--- src/rtl/victim_writeback_buffer_if.sv ---
// rtl/victim_writeback_buffer_if.sv - push, memory-write and lookup signal bundle for victim_writeback_buffer
interface victim_writeback_buffer_if #(
    parameter int CACHE_LINE_WIDTH = 128,
    parameter int ADDR_WIDTH       = 32,
    parameter int DATA_WIDTH       = 32
);
    logic                        push;
    logic [ADDR_WIDTH-1:0]       push_addr;
    logic [CACHE_LINE_WIDTH-1:0] push_data;
    logic                        full;
    logic                        empty;
    logic                        overflow;
    logic                        mem_write;
    logic [ADDR_WIDTH-1:0]       mem_addr;
    logic [DATA_WIDTH-1:0]       mem_wdata;
    logic                        mem_ack;
    logic [ADDR_WIDTH-1:0]       lookup_addr;
    logic                        lookup_hit;
    logic [CACHE_LINE_WIDTH-1:0] lookup_data;

    modport master (
        output push, push_addr, push_data, mem_ack, lookup_addr,
        input  full, empty, overflow, mem_write, mem_addr, mem_wdata, lookup_hit, lookup_data
    );

    modport slave (
        input  push, push_addr, push_data, mem_ack, lookup_addr,
        output full, empty, overflow, mem_write, mem_addr, mem_wdata, lookup_hit, lookup_data
    );
endinterface

--- src/rtl/victim_writeback_buffer.sv ---
// rtl/victim_writeback_buffer.sv - posted-write line buffer draining to memory word by word; read-miss forwarding under WB_FORWARD_EN
module victim_writeback_buffer #(
    parameter int CACHE_LINE_WIDTH = 128,
    parameter int ADDR_WIDTH       = 32,
    parameter int DATA_WIDTH       = 32,
    parameter int BLOCK_SIZE       = 4,
    parameter int DEPTH            = 2
) (
    input logic                    clk,
    input logic                    rst,
    victim_writeback_buffer_if.slave bus
);
    localparam int PTR_W  = $clog2(DEPTH);
    localparam int CNT_W  = PTR_W + 1;
    localparam int BEAT_W = (BLOCK_SIZE > 1) ? $clog2(BLOCK_SIZE) : 1;
    localparam int OFF_W  = $clog2(BLOCK_SIZE) + 2;
    localparam int BYTES  = DATA_WIDTH / 8;

    localparam logic [ADDR_WIDTH-1:0] BASE_MASK = ~((ADDR_WIDTH'(1) << OFF_W) - ADDR_WIDTH'(1));
    localparam logic [CNT_W-1:0]      CNT_FULL  = CNT_W'(DEPTH);
    localparam logic [BEAT_W-1:0]     BEAT_LAST = BEAT_W'(BLOCK_SIZE - 1);

    typedef enum logic {S_IDLE, S_SEND} state_t;

    state_t                      state_q, state_d;
    logic [BEAT_W-1:0]           beat_q, beat_d;
    logic [PTR_W-1:0]            wr_ptr_q, rd_ptr_q;
    logic [CNT_W-1:0]            count_q;
    logic [DEPTH-1:0]            valid_q;
    logic [ADDR_WIDTH-1:0]       base_q [DEPTH];
    logic [CACHE_LINE_WIDTH-1:0] data_q [DEPTH];
    logic                        overflow_q;

    logic                        full_w, empty_w, push_ok, pop_w;
    logic                        mem_write_c;
    logic [ADDR_WIDTH-1:0]       mem_addr_c;
    logic [DATA_WIDTH-1:0]       mem_wdata_c;
    logic                        lookup_hit_c;
    logic [CACHE_LINE_WIDTH-1:0] lookup_data_c;

    assign full_w  = (count_q == CNT_FULL);
    assign empty_w = (count_q == '0);
    // A pop in the same cycle never frees space for a push: acceptance looks at the registered count only.
    assign push_ok = bus.push && !full_w;
    assign pop_w   = (state_q == S_SEND) && bus.mem_ack && (beat_q == BEAT_LAST);

    // FSM state and beat counter register.
    always_ff @(posedge clk or posedge rst) begin
        if (rst) begin
            state_q <= S_IDLE;
            beat_q  <= '0;
        end else begin
            state_q <= state_d;
            beat_q  <= beat_d;
        end
    end

    // Next state: wait for a buffered line, then step through its words on each ack.
    always_comb begin
        state_d = state_q;
        beat_d  = beat_q;
        case (state_q)
            S_IDLE: begin
                if (!empty_w) begin
                    state_d = S_SEND;
                    beat_d  = '0;
                end
            end
            S_SEND: begin
                if (bus.mem_ack) begin
                    if (beat_q == BEAT_LAST) begin
                        state_d = S_IDLE;
                        beat_d  = '0;
                    end else begin
                        beat_d = beat_q + BEAT_W'(1);
                    end
                end
            end
            default: begin
                state_d = S_IDLE;
                beat_d  = '0;
            end
        endcase
    end

    // Memory request decoded from registered state only; zeros while idle.
    always_comb begin
        mem_write_c = 1'b0;
        mem_addr_c  = '0;
        mem_wdata_c = '0;
        if (state_q == S_SEND) begin
            mem_write_c = 1'b1;
            mem_addr_c  = base_q[rd_ptr_q] + ADDR_WIDTH'(beat_q) * ADDR_WIDTH'(BYTES);
            for (int k = 0; k < BLOCK_SIZE; k++) begin
                if (beat_q == BEAT_W'(k)) begin
                    mem_wdata_c = data_q[rd_ptr_q][k*DATA_WIDTH +: DATA_WIDTH];
                end
            end
        end
    end

    // FIFO control: pointers wrap naturally since DEPTH is a power of two.
    always_ff @(posedge clk or posedge rst) begin
        if (rst) begin
            wr_ptr_q   <= '0;
            rd_ptr_q   <= '0;
            count_q    <= '0;
            valid_q    <= '0;
            overflow_q <= 1'b0;
        end else begin
            overflow_q <= bus.push && full_w;
            if (push_ok) begin
                valid_q[wr_ptr_q] <= 1'b1;
                wr_ptr_q          <= wr_ptr_q + PTR_W'(1);
            end
            if (pop_w) begin
                valid_q[rd_ptr_q] <= 1'b0;
                rd_ptr_q          <= rd_ptr_q + PTR_W'(1);
            end
            if (push_ok && !pop_w) begin
                count_q <= count_q + CNT_W'(1);
            end else if (!push_ok && pop_w) begin
                count_q <= count_q - CNT_W'(1);
            end
        end
    end

    // Line payload; only meaningful where valid_q is set, so it needs no reset.
    always_ff @(posedge clk) begin
        if (push_ok) begin
            base_q[wr_ptr_q] <= bus.push_addr & BASE_MASK;
            data_q[wr_ptr_q] <= bus.push_data;
        end
    end

`ifdef WB_FORWARD_EN
    logic [ADDR_WIDTH-1:0] lookup_base;
    logic [PTR_W-1:0]      fwd_idx;

    // Scan oldest to youngest so the youngest matching entry overrides earlier ones.
    always_comb begin
        lookup_hit_c  = 1'b0;
        lookup_data_c = '0;
        fwd_idx       = '0;
        lookup_base   = bus.lookup_addr & BASE_MASK;
        for (int i = 0; i < DEPTH; i++) begin
            fwd_idx = rd_ptr_q + PTR_W'(i);
            if (valid_q[fwd_idx] && (base_q[fwd_idx] == lookup_base)) begin
                lookup_hit_c  = 1'b1;
                lookup_data_c = data_q[fwd_idx];
            end
        end
    end
`else
    logic unused_lookup;

    assign unused_lookup = ^{bus.lookup_addr, valid_q};
    assign lookup_hit_c  = 1'b0;
    assign lookup_data_c = '0;
`endif

    assign bus.full        = full_w;
    assign bus.empty       = empty_w;
    assign bus.overflow    = overflow_q;
    assign bus.mem_write   = mem_write_c;
    assign bus.mem_addr    = mem_addr_c;
    assign bus.mem_wdata   = mem_wdata_c;
    assign bus.lookup_hit  = lookup_hit_c;
    assign bus.lookup_data = lookup_data_c;
endmodule
--- src/flat_wrapper.sv ---
// flat-port wrapper written by rule: the top's interface ports become plain ports
module victim_writeback_buffer_flat 
#(
    parameter int CACHE_LINE_WIDTH = 128,
    parameter int ADDR_WIDTH       = 32,
    parameter int DATA_WIDTH       = 32,
    parameter int BLOCK_SIZE       = 4,
    parameter int DEPTH            = 2
)
  (clk, rst, bus_push, bus_push_addr, bus_push_data, bus_mem_ack, bus_lookup_addr, bus_full, bus_empty, bus_overflow, bus_mem_write, bus_mem_addr, bus_mem_wdata, bus_lookup_hit, bus_lookup_data);
  victim_writeback_buffer_if #(.CACHE_LINE_WIDTH(CACHE_LINE_WIDTH), .ADDR_WIDTH(ADDR_WIDTH), .DATA_WIDTH(DATA_WIDTH)) bus_i ();
  input logic clk;
  input logic rst;
  input wire logic [$bits(bus_i.push)-1:0] bus_push;
  input wire logic [$bits(bus_i.push_addr)-1:0] bus_push_addr;
  input wire logic [$bits(bus_i.push_data)-1:0] bus_push_data;
  input wire logic [$bits(bus_i.mem_ack)-1:0] bus_mem_ack;
  input wire logic [$bits(bus_i.lookup_addr)-1:0] bus_lookup_addr;
  output wire logic [$bits(bus_i.full)-1:0] bus_full;
  output wire logic [$bits(bus_i.empty)-1:0] bus_empty;
  output wire logic [$bits(bus_i.overflow)-1:0] bus_overflow;
  output wire logic [$bits(bus_i.mem_write)-1:0] bus_mem_write;
  output wire logic [$bits(bus_i.mem_addr)-1:0] bus_mem_addr;
  output wire logic [$bits(bus_i.mem_wdata)-1:0] bus_mem_wdata;
  output wire logic [$bits(bus_i.lookup_hit)-1:0] bus_lookup_hit;
  output wire logic [$bits(bus_i.lookup_data)-1:0] bus_lookup_data;
  assign bus_i.push = bus_push;
  assign bus_i.push_addr = bus_push_addr;
  assign bus_i.push_data = bus_push_data;
  assign bus_i.mem_ack = bus_mem_ack;
  assign bus_i.lookup_addr = bus_lookup_addr;
  assign bus_full = bus_i.full;
  assign bus_empty = bus_i.empty;
  assign bus_overflow = bus_i.overflow;
  assign bus_mem_write = bus_i.mem_write;
  assign bus_mem_addr = bus_i.mem_addr;
  assign bus_mem_wdata = bus_i.mem_wdata;
  assign bus_lookup_hit = bus_i.lookup_hit;
  assign bus_lookup_data = bus_i.lookup_data;
  victim_writeback_buffer #(.CACHE_LINE_WIDTH(CACHE_LINE_WIDTH), .ADDR_WIDTH(ADDR_WIDTH), .DATA_WIDTH(DATA_WIDTH), .BLOCK_SIZE(BLOCK_SIZE), .DEPTH(DEPTH)) u_core (.clk(clk), .rst(rst), .bus(bus_i));
endmodule
--- config.mk ---
export PLATFORM = sky130hd
export DESIGN_NAME = victim_writeback_buffer_flat
export DESIGN_NICKNAME = d
export VERILOG_FILES = /design/src/rtl/victim_writeback_buffer_if.sv /design/src/rtl/victim_writeback_buffer.sv /design/src/flat_wrapper.sv
export SDC_FILE = /design/constraint.sdc
export NUM_CORES = 1
export LEC_CHECK = 0
export CORE_MARGIN = 2
export CORE_UTILIZATION = 47
export CTS_CLUSTER_SIZE = 40
export DETAILED_ROUTE_END_ITERATION = 12
export PLACE_DENSITY = 0.78
export RECOVER_POWER = 100
export SETUP_SLACK_MARGIN = 0.4
export SYNTH_ARGS = -nofsm -noshare
export SYNTH_HDL_FRONTEND = slang
export SYNTH_SLANG_ARGS = --single-unit
--- constraint.sdc ---
create_clock -name clk -period 8.7 [get_ports clk]
set_input_delay 2.61 -clock clk [delete_from_list [all_inputs] [get_ports clk]]
set_output_delay 2.61 -clock clk [all_outputs]
set_load 0.03 [all_outputs]
### Where the registers sit

Scale bar: 50 um. Other sequential cells in the stronger grey, the rest of the logic in the fainter grey.
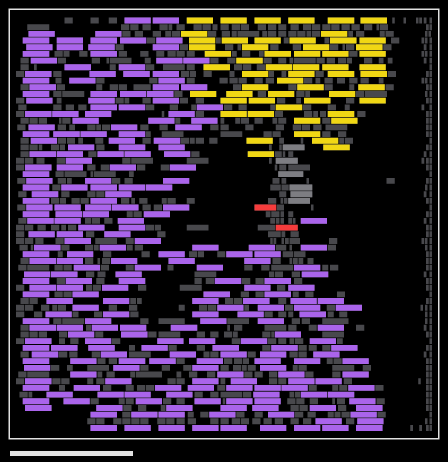
purple -> u_core.data_q  # sequential cells 256, where all over the die
yellow -> u_core.base_q  # sequential cells 56
red -> u_core.beat_q  # sequential cells 2
sequential power: 2.27 mW
Final Core Density: 0.582
sequential cell area share: 0.575
FF+latch area: 9570 um^2

### Placement by cell class

Scale bar: 50 um. Fill, decap, tap and diode cells in grey.
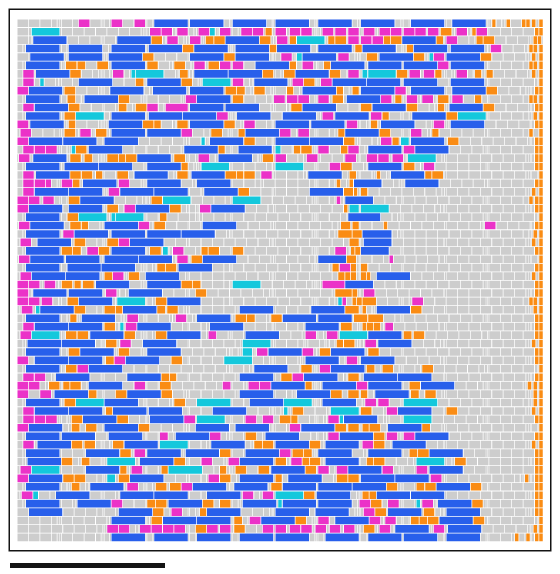
orange -> combinational and other logic  # cells 448
magenta -> other buffers and delay cells  # cells 235
cyan -> clock drivers and dummy loads  # cells 57
blue -> flops  # cells 320
Final Cell Area: 16600 um^2
Core Box Area: 28600 um^2

==> run_results.csv <==
group,metric,value,unit
synth,logic_family,"multiplexers",
cts,post_cts_buffers,0,
synth,ys_sh_xor,0.00321,
worst_setup_path,rr_endpoint,"u_core.data_q[0][81]",
synth,syn_area,13600,um^2
cts,ctsLongestPathBuffers,3,
route,routedWlPerCell,18.8,um
final_timing,fin_tns_setup,0,ns
final_timing,rsz0062_at_grt,"no",
worst_setup_path,path_buffers,3,
worst_setup_path,r2r_slack,3.69,ns
final_timing,skew,0.0108,ns
synth,edf_count,312,
cts,holdBufCountCts,0,
min_path,hp-class,"register to register",
final_timing,whs,0.490,ns
cells_and_area,drive_above_1_share,0.0519,
cells_and_area,lay_top_count,"edfxtp_1",
worst_setup_path,path_cells,"dlygate4sd3_1 -> nand2_1 -> nor2_1 -> clkbuf_1 -> clkbuf_2",
pwr,power.density,362,nW/um^2
cells_and_area,fin_cells,1460,
synth,yosys_area,13600,um^2
pwr,p_clk_frac,0.214,
route,drc_errors,0,
grt,grt_max_degree,89,
synth,synth.avg_cell_area,16.8,um^2
final_timing,post-route-worst-setup-slack,1.66,ns
cts,h-tree-depth,1,
final_timing,min_period,7.04,ns
min_path,worstHoldStart,"u_core.wr_ptr_q",
final_timing,drv_slew,249,
synth,ys_async_sr_fraction,0.0250,
synth,ys_sh_aoi,0.0577,
grt,grt_remaining_overflow,0,
route,dr_total_vias,7310,
cts,clk_pin_slew_worst_paths,0.06,ns
place,place.gp.congestion,0.737,
pwr,finalPower,6.02,mW
worst_setup_path,startpoint_type,"primary input",
pwr,power.internal,3.79,mW
final_timing,setup_viol,0,
cts,insertion_delay,0.55,ns
cts,cts-resized-gates,0,
worst_setup_path,required,8.85,ns
cts,cts_buffers,31,
job,warnings,65,
floorplanning,die_x,174,um
synth,ys_dominant_reg_cell,"edfxtp_1",
grt,antenna_found_initial,22,
route,viasPerCell,5.01,
route,drt_iter0_markers,470,
worst_setup_path,worstRegToRegCells,5,
cts,clock_sinks,320,
place,dpl-instance-area,15700,um^2
synth,ys_cells,812,
synth,syn_inst,812,
synth,ys.warnings.count,0,
worst_setup_path,rr_startpoint,"u_core.count_q[0]",
synth,ys_sh_mux,0.115,
cts,clock_tree.root_cell,"clkbuf_16",
floorplanning,rows,62,
final_timing,worstMarginPinSlew,3.44,ns
pwr,vdd.ir_drop.worst,0.000281,V
worst_setup_path,cp-end-kind,"register",
min_path,whs_path_depth,1,
cells_and_area,syn_to_final_growth,22.2,%
worst_setup_path,path_delay_family,"buffers and inverters",
pwr,seqPwrFrac,0.376,
floorplanning,pin_count,393,
worst_setup_path,cp.arrival,7.19,ns
worst_setup_path,slowest_delay,2.38,ns
synth,synthSimpleGateAreaFrac,0.0187,
route,first_pass_iters,5,
outcome,outcome,"finished, violations left",
pwr,swShare,0.370,
synth,ys_sh_adder,0.00459,
pwr,power.static_leakage,6.36,nW
synth,ys_ff,320,
min_path,whs_endpoint,"u_core.wr_ptr_q",
pwr,p_switching,2.23,mW
synth,synth_cell_types,31,
floorplanning,die_y,174,um
worst_setup_path,slowest_stage,"clkbuf_1",
grt,first_global_vias,7624,
cells_and_area,finalNetCount,1237,
cells_and_area,fillCellCount,2129,
place,hpwl,17.0,mm
worst_setup_path,worstSetupPathType,"primary input to register",
worst_setup_path,worstPathMaxFanout,57,
floorplanning,die-area,30400,um^2
place,io_buffers,225,
grt,grt_pass1_wl,41.5,mm
final_timing,hold_viol,0,
route,wl,27.4,mm
final_timing,max_freq,0.142,GHz
outcome,violations,"max-capacitance violations, max-slew violations",
cts,cts_tree,"built",
synth,topCellsByArea,"edfxtp_1 69%, mux2i_1 11%, buf_4 7.3%",
synth,common_cells,"312 x edfxtp_1, 156 x mux2i_1, 133 x buf_4",
synth,post-synth-top-area-cell,"edfxtp_1",
place,place_ws,2.78,ns
route,ant_nets,0,
synth,netlist.area_leader.share,0.687,
synth,yosys.cell_count.top_type,"edfxtp_1",
pwr,p_comb_frac,0.410,
job,max-cap-violations,4,
final_timing,slew-limit-headroom,-1.29,
grt,grt_usage,0.176,
synth,synth-seq-area-share,0.702,
place,place_inst,1387,
final_timing,fin_crit_sh,0.809,
cells_and_area,layout_top_cells,"312 x edfxtp_1, 224 x dlygate4sd3_1, 156 x mux2i_1, 131 x conb_1",
### Cell area per tile

17 x 17 tiles, from black (low) to pale yellow (high), 0 to 100% covered.
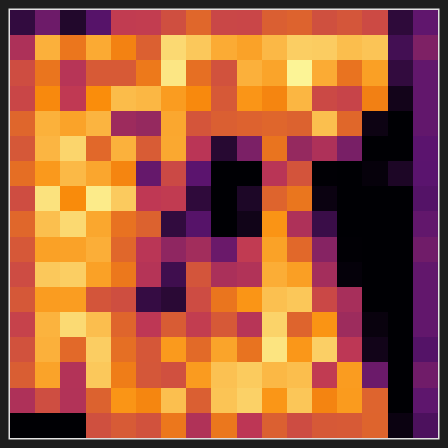
emptiest ninth of the die = right middle
fullest tile = 98%
tiles over 75% full = 29%
Initial Util: 0.476

-- worst register-to-register path: stages (launching register included) --
cell and delay [ns]:
dfrtp_1 0.43, nand2b_1 0.17, nand2_1 0.11, nor2_1 0.18, clkbuf_1 2.38, clkbuf_2 1.32
-- power by group through the flow --
stage,Clock [mW],Combinational (mW),Sequential (mW)
floorplan,0,1.84,2.27
global placement,0,2.58,2.26
detailed placement,0,2.60,2.28
CTS,1.31,2.61,2.25
global route,1.37,2.62,2.30
finish,1.29,2.47,2.27
-- state kept, by name, indices dropped and copies added (netlist names) --
register             flops
u_core.data_q          256
u_core.base_q           56
u_core.beat_q            2
u_core.count_q           2
u_core.bus.overflow      1
u_core.rd_ptr_q          1
u_core.state_q           1
u_core.wr_ptr_q          1
-- layout make-up --
cell class	count	area, um^2	area share
Tap cell	384	480	0.0289
Antenna cell	16	40.0	0.00240
Inverter	7	26.3	0.00158
Multi-Input combinational cell	441	3210	0.193
Timing Repair Buffer	235	2340	0.140
Clock inverter	19	175	0.0105
Clock buffer	38	802	0.0482
Sequential cell	320	9570	0.575
-- worst max-delay path by stage --
stage / startpoint / depth (start not counted) / slack [ns] / endpoint
3_3_place_gp: u_core.beat_q[0] / 5 / 2.79 / bus_mem_wdata[31]
5_1_grt: bus_push / 5 / 1.29 / u_core.data_q[0][50]
2_1_floorplan: bus_push / 2 / 1.49 / u_core.base_q[0][0]
4_1_cts: u_core.beat_q[0] / 5 / 2.20 / bus_mem_wdata[31]
6_report: bus_push / 5 / 1.66 / u_core.data_q[0][81]
3_5_place_dp: u_core.beat_q[0] / 5 / 2.78 / bus_mem_wdata[31]
-- per-layer routing --
metal,track usage,share of wire,up-vias
li1,-,-,3313
met1,0.194,0.37,3602
met2,0.315,0.53,317
met3,0.0433,0.067,68
met4,0.0875,0.032,10
met5,0,0.0024,-
Power and IR drop assume default switching activity.
